Design bus_drive_ctrl, sky130hd; sources not shown.
### Clock network drawn from the DEF, run 1

(3 px per um)
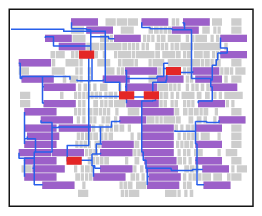
Purple shows flip-flops, count 55. Blue shows clock wires, length 574 um. Red shows cells driving clock nets, count 5.
There are 6 routed clock nets. Position of the flops: widely spread.
clock latency reported for the late side of the worst-skew pair: 310 ps
Layout Skew: 6.677 ps
clock group power: 0.636 mW
clock network power share: 0.132

### Cells coloured by class, run 1

(3 px per um)
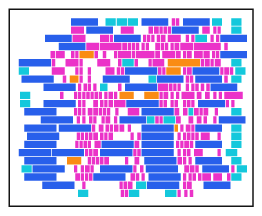
Blue shows flip-flops, cells 55. Cyan shows other buffers and delay cells, cells 32. Magenta shows all other logic, cells 265. Orange shows clock drivers and dummy loads, cells 8.
Cell Rows: 22
floorplan core area: 4624 um2
Util after Layout: 0.7227

### Placed standard cells, run 1

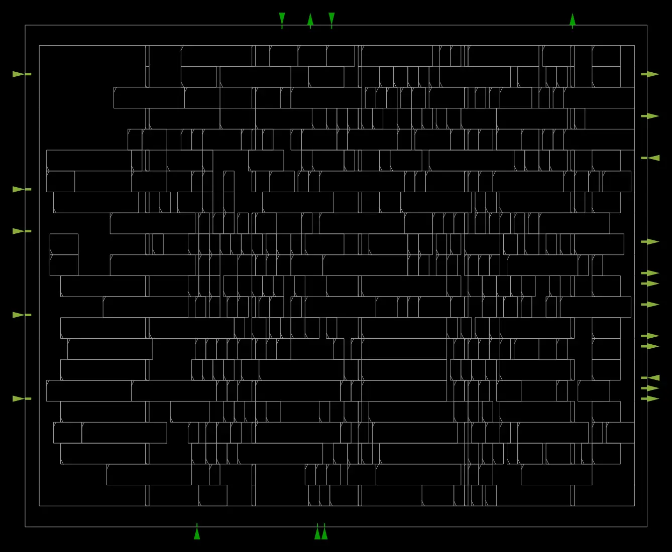
# Taps: 60
fill count: 333
final sequential cell count: 55
fraction of area in registers: 0.4598

### Wires at chosen ports, followed through buffers, run 1

(6 px per um)
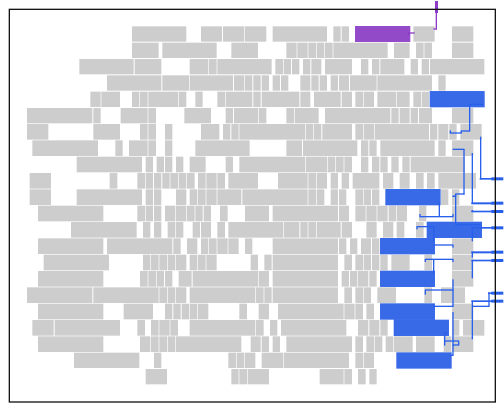
Purple shows BUS_REQ, bits 1, direction output, end cells 1, buffers 1, wire 4.60 um. Blue shows I, bits 8, direction output, end cells 8, buffers 8, wire 140 um.
Port-buffer cells: 23
I/O pin count: 24

==> summary.txt, run 1 <==
Status on the layout run. The flow ran to the end, and the final reports show no timing, DRC or antenna violations. The first global-routing pass estimated 9867 um of wire. In this run the deepest clock path goes through 2 buffers. For the final routed database, the setup TNS stands at 0 ps. Counting instances, the worst hold path has a depth of 2.

Minimum clock period landed at 2174 ps. According to the floorplan report, the die height is 65.20 um. The script parses the final routing iteration and logs DRC violations as 0. Number of gates on the worst path with buffers counted landed at 11.

In the post-route report, total wirelength is listed as 6123 um. The most common cell in the synthesized netlist is sky130_fd_sc_hd__nand2_1. Walking the worst path, the cells encountered are inv_2 -> ha_4 -> buf_6 -> nand3_2 -> inv_2 -> ha_1 -> inv_1 -> ha_1 -> inv_1 -> fa_1 -> xor2_1.

The tightest min-delay check is of the reg -> reg type. The finished layout holds 420 standard cells, fillers aside. The worst setup path is captured at a register. Gate count of the mapped netlist landed at 329. After the last flow step, the layout net total stands at 385. Quantity of gates resized following cts landed at 3. Post-synthesis share of cell area spent on and, or, nand and nor gates landed at 0.2721. Total number of yosys warnings landed at 0. On the critical path, the stage with the largest delay is an instance of sky130_fd_sc_hd__dfrtp_1. Among logic cells in the layout, the one with the most instances is sky130_fd_sc_hd__nand2_1. Recorded from the global router log, the overflow total was 0. STA classifies the critical path startpoint as a register.

TritonCTS built the clock tree. Combined global-route utilization of all metal layers landed at 0.2511. Footprint of the multi-input gates landed at 1149 um2. The finished cells cover 3342 um2. Registers take 1536 um2. Per the Yosys statistics, synthesis produced 329 cells.

The synthesized netlist occupies a cell area of 2902 um2. Clock sink count landed at 55. Violation tally from detailed-route iteration zero landed at 164. The HPWL after detailed placement is 4178 um. The netlist uses 24 different library cells.

The final timing report lists a hold violation count of 0. The share of the Yosys chip area taken by registers is 0.5295. Share of cells above drive strength 1 landed at 0.09444. Counting instances in the post-synthesis netlist gives the leading cell types as sky130_fd_sc_hd__nand2_1, sky130_fd_sc_hd__inv_1, sky130_fd_sc_hd__nand3_1, sky130_fd_sc_hd__edfxtp_1, sky130_fd_sc_hd__dfrtp_1. In the synthesized netlist, the dominant kind of combinational cell is simple AND/OR/NAND/NOR gates.

Total die area landed at 5265 um2. For the pin with the worst max-slew slack, the measured transition is 1073 ps. Worst-path maximum fanout landed at 10. Remaining antenna violation count landed at 0. Yosys reported that registers with async set or reset make up 0.4182. From the final report, the count of setup violators was given as 0.

In this run, the synthesized area fraction spent on adder and majority cells is recorded as 0.06296. Worst endpoint data arrival time landed at 2370 ps. Post-synthesis, Yosys gives the total cell area as 2902 um2. Pin count of the biggest net entering global routing landed at 24. Via count of the first global-routing pass landed at 2,175.

Of all cell types, the one taking the most synthesized area is sky130_fd_sc_hd__edfxtp_1. Post-synth the commonest register cell is sky130_fd_sc_hd__edfxtp_1. Clock transition at the registers of the reported paths landed at 100 ps. The critical path in this run is classified as reg -> reg.

After its last routability iteration, the placer logged a weighted congestion of 0.8794. Number of cells on the worst reg-to-reg path landed at 11. Per the post-run analysis, buffers plus inverters along the critical path come to 5. Area fraction in mux cells landed at 0. Mean number of vias per cell landed at 5.538.
[run 1: report_power, final]
part	total (mW)	switching (mW)	leakage (nW)	internal, mW
Clock	0.636	0.311	0.0562	0.325
Sequential	1.57	0.181	0.574	1.39
Combinational	2.60	1.63	0.952	0.966
[run 1: routing by layer]
metal  global-route usage  vias to the layer above  part of all wire
met1               0.3256                     1078              0.42
met4               0.1250                        0             0.026
met2               0.4023                      124              0.47
met5                    0                        -                 0
li1                     -                     1107                 -
met3              0.05139                       17             0.084
[run 1: cell type report]
cell class | instances | share of cell area
clock inverters | 3 | 0.01273
clock buffers | 5 | 0.02059
flip-flops and latches | 55 | 0.4598
well taps | 60 | 0.02246
plain buffers | 9 | 0.02508
inverters | 41 | 0.04680
repair buffers | 23 | 0.06889
multi-input cells | 224 | 0.3437
--- run 2 (diff from run 1) ---
--- a/config.mk
+++ b/config.mk
@@ -14,6 +14,7 @@
 export DETAILED_ROUTE_END_ITERATION = 10
 export GPL_TIMING_DRIVEN = 0
 export PLACE_DENSITY = 0.85
+export SKIP_LAST_GASP = 1
 export SYNTH_ARGS = -nofsm -noshare
 export SYNTH_HDL_FRONTEND = slang
 export SYNTH_SLANG_ARGS = --single-unit
### Where the registers sit, run 2

(3 px per um) Other sequential cells in the stronger grey, the rest of the logic in the fainter grey.
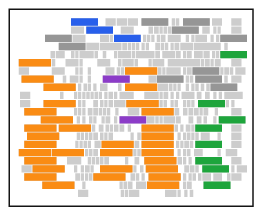
Orange shows mem, sequential cells 32. Purple shows rd_ptr_q, sequential cells 2. Blue shows count_q, sequential cells 3. Green shows I, sequential cells 8.
Another 10 sequential cells are not coloured.
area taken by flip-flops and latches: 1536 um2
sequential logic power: 1.57 mW

==> run 2 against run 1 <==
Compared with the run above: global-route usage stayed put; die area stayed put; register-to-register slack hardly changed; highest routed layer unchanged; critical endpoint unchanged.
==> summary.txt, run 2 <==
Status on the layout run. Combinational group share of total power landed at 0.541. The internal portion of the total power is 2.677 mW. Met2 demand-to-capacity share in global routing landed at 0.4023.

Per the OpenROAD floorplan log, the area of the core is 4624 um2. Total of flip-flops plus latches after synthesis landed at 55. Worst-skew pair later-pin latency landed at 310 ps. Sorting the synthesized cells by how often they occur yields sky130_fd_sc_hd__nand2_1, sky130_fd_sc_hd__inv_1, sky130_fd_sc_hd__nand3_1, sky130_fd_sc_hd__edfxtp_1, sky130_fd_sc_hd__dfrtp_1. The report lists the cells along the critical path as inv_2 -> ha_4 -> buf_6 -> nand3_2 -> inv_2 -> ha_1 -> inv_1 -> ha_1 -> inv_1 -> fa_1 -> xor2_1. The data arrival time reported for the critical path is 2370 ps. In the synthesized netlist the async set-or-reset flop fraction comes to 0.4182. Initial cell density of the core landed at 0.6274.

The smallest clock period supported by the final layout is computed as 2174 ps. Counting cells, the worst reg-to-reg path comes to 11. For this block, the initial DRC count from the detailed router was 164. STA classifies the critical path startpoint as a register.

The register with the most flip-flops in the layout has 32 of them. Area share of fa/ha/maj cells after synthesis landed at 0.06296. Counting along the longest clock path gives a buffer depth of 2. For this run the top cell type by instance count after synthesis was sky130_fd_sc_hd__nand2_1. Combined global-route utilization of all metal layers landed at 0.2511.

OpenROAD emitted warnings numbering 32. Cell count listed in synth_stat.txt landed at 329. The flow ran to the end, and the final reports show no timing, DRC or antenna violations. By area the synthesized netlist is led by sky130_fd_sc_hd__edfxtp_1, sky130_fd_sc_hd__dfrtp_1, sky130_fd_sc_hd__nand2_1.

Per the synthesis report, the number of distinct cell types is 24. Post-route standard cell area excluding fillers landed at 3342 um2. For this run, the leading register cell type out of synthesis is sky130_fd_sc_hd__edfxtp_1.

At the pin with the least slew margin, the transition time is 1073 ps. Sequential cell area fraction in the yosys report landed at 0.5295. Per the GRT congestion report, total overflow comes to 0. Port buffering added 23 buffers. Entering global routing, the biggest net connects 24 pins.

Clock tree skew after final layout landed at 6.677 ps. The via count of the first global-routing pass came to 2,175. In the post-route report, total wirelength is listed as 6123 um.

The critical path contains buffers and inverters numbering 5 combined. Before antenna repair, the detailed router went through 5 iterations. Total die area landed at 5265 um2. Mean number of vias per cell landed at 5.538. After synthesis, the share of cell area in mux cells is 0. Met3 capacity usage during global routing landed at 0.05139.

Number of rows in the core area landed at 22. Biggest cell delay along the critical path landed at 430 ps. Final count of hold timing violations landed at 0. Clock network power consumption landed at 0.636 mW. First-pass GRT wire length landed at 9867 um.

Layout net count landed at 385. For met1 alone, demand over resource in global routing was 0.3256. Clock share of power landed at 0.132. Of the total power, the share spent switching nets is 0.4423.

In the final layout, the share of cells above drive strength 1 is 0.09444. The worst setup path is captured at a register. Sequential group share of total power landed at 0.326. Total number of yosys warnings landed at 0. For reference, the top logic cell family by area is simple AND/OR/NAND/NOR gates. Detailed placement ended at an HPWL of 4178 um. Global routing put the most usage on met2. The script extracted a net switching power of 2.124 mW.

Vias after detailed routing landed at 2,326. Chip area from the yosys synthesis statistics landed at 2902 um2. Of the total synthesized cell area, the portion taken by AND, OR, NAND and NOR gates is 0.2721. The critical path crosses 11 cells after its start point. The mapped netlist covers 2902 um2. Quantity of gates resized following cts landed at 3. TritonCTS built the clock tree.

Area added between synthesis and finish landed at 15.18%. Routed wire length per instance landed at 14.58 um. Total setup violations reported at the end of the flow landed at 0.

Clock transition at the registers of the reported paths landed at 100 ps. Worst hold path depth landed at 2. Y dimension of the die landed at 65.20 um. Sorting the Yosys area breakdown by cell type puts at the top sky130_fd_sc_hd__edfxtp_1.

The top cell type in the final layout, fill and taps aside, is sky130_fd_sc_hd__nand2_1. The flow reports power dissipated in combinational cells as 2.60 mW. According to the CTS report, the clock sink count is 55. Remaining antenna violation count landed at 0.

The worst setup path is of the reg -> reg kind. According to the hold report, the worst path is of the reg -> reg type. The biggest slice of the total power is consumed by combinational cells.

Slack of the worst reg-to-reg path landed at 130 ps.
### Clock network drawn from the DEF, run 2

(3 px per um)
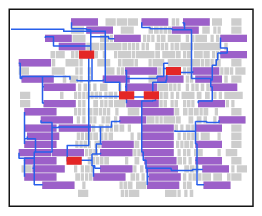
Purple shows flip-flops, count 55. Red shows cells driving clock nets, count 5. Blue shows clock wires, length 574 um.
There are 6 routed clock nets.

-- run 2: metal layers --
layer	share of wire	vias to the layer above
li1	-	1107
met1	0.42	1078
met2	0.47	124
met3	0.084	17
met4	0.026	0
met5	0	-
-- run 2: final cells by class --
cell class	count	area, um2
Fill cell	333	1282
Timing Repair Buffer	23	230.2
Sequential cell	55	1536
Inverter	41	156.4
Clock buffer	5	68.82
Clock inverter	3	42.54
Multi-Input combinational cell	224	1149
Buffer	9	83.83
Tap cell	60	75.07
-- run 2: through the flow --
step	setup TNS (ps)	std cells	hold slack (ps)	power (mW)	utilization
finish	0	420	490.6	4.801	0.7227
global route	0	420	506.6	5.188	0.7227
CTS	0	420	491.8	4.750	0.7194
detailed placement	-121.3	412	469.2	4.084	0.6935
global placement	-71.37	412	463.0	3.985	0.6935
floorplan	0	329	164.4	3.374	-
Power and IR drop assume default switching activity.
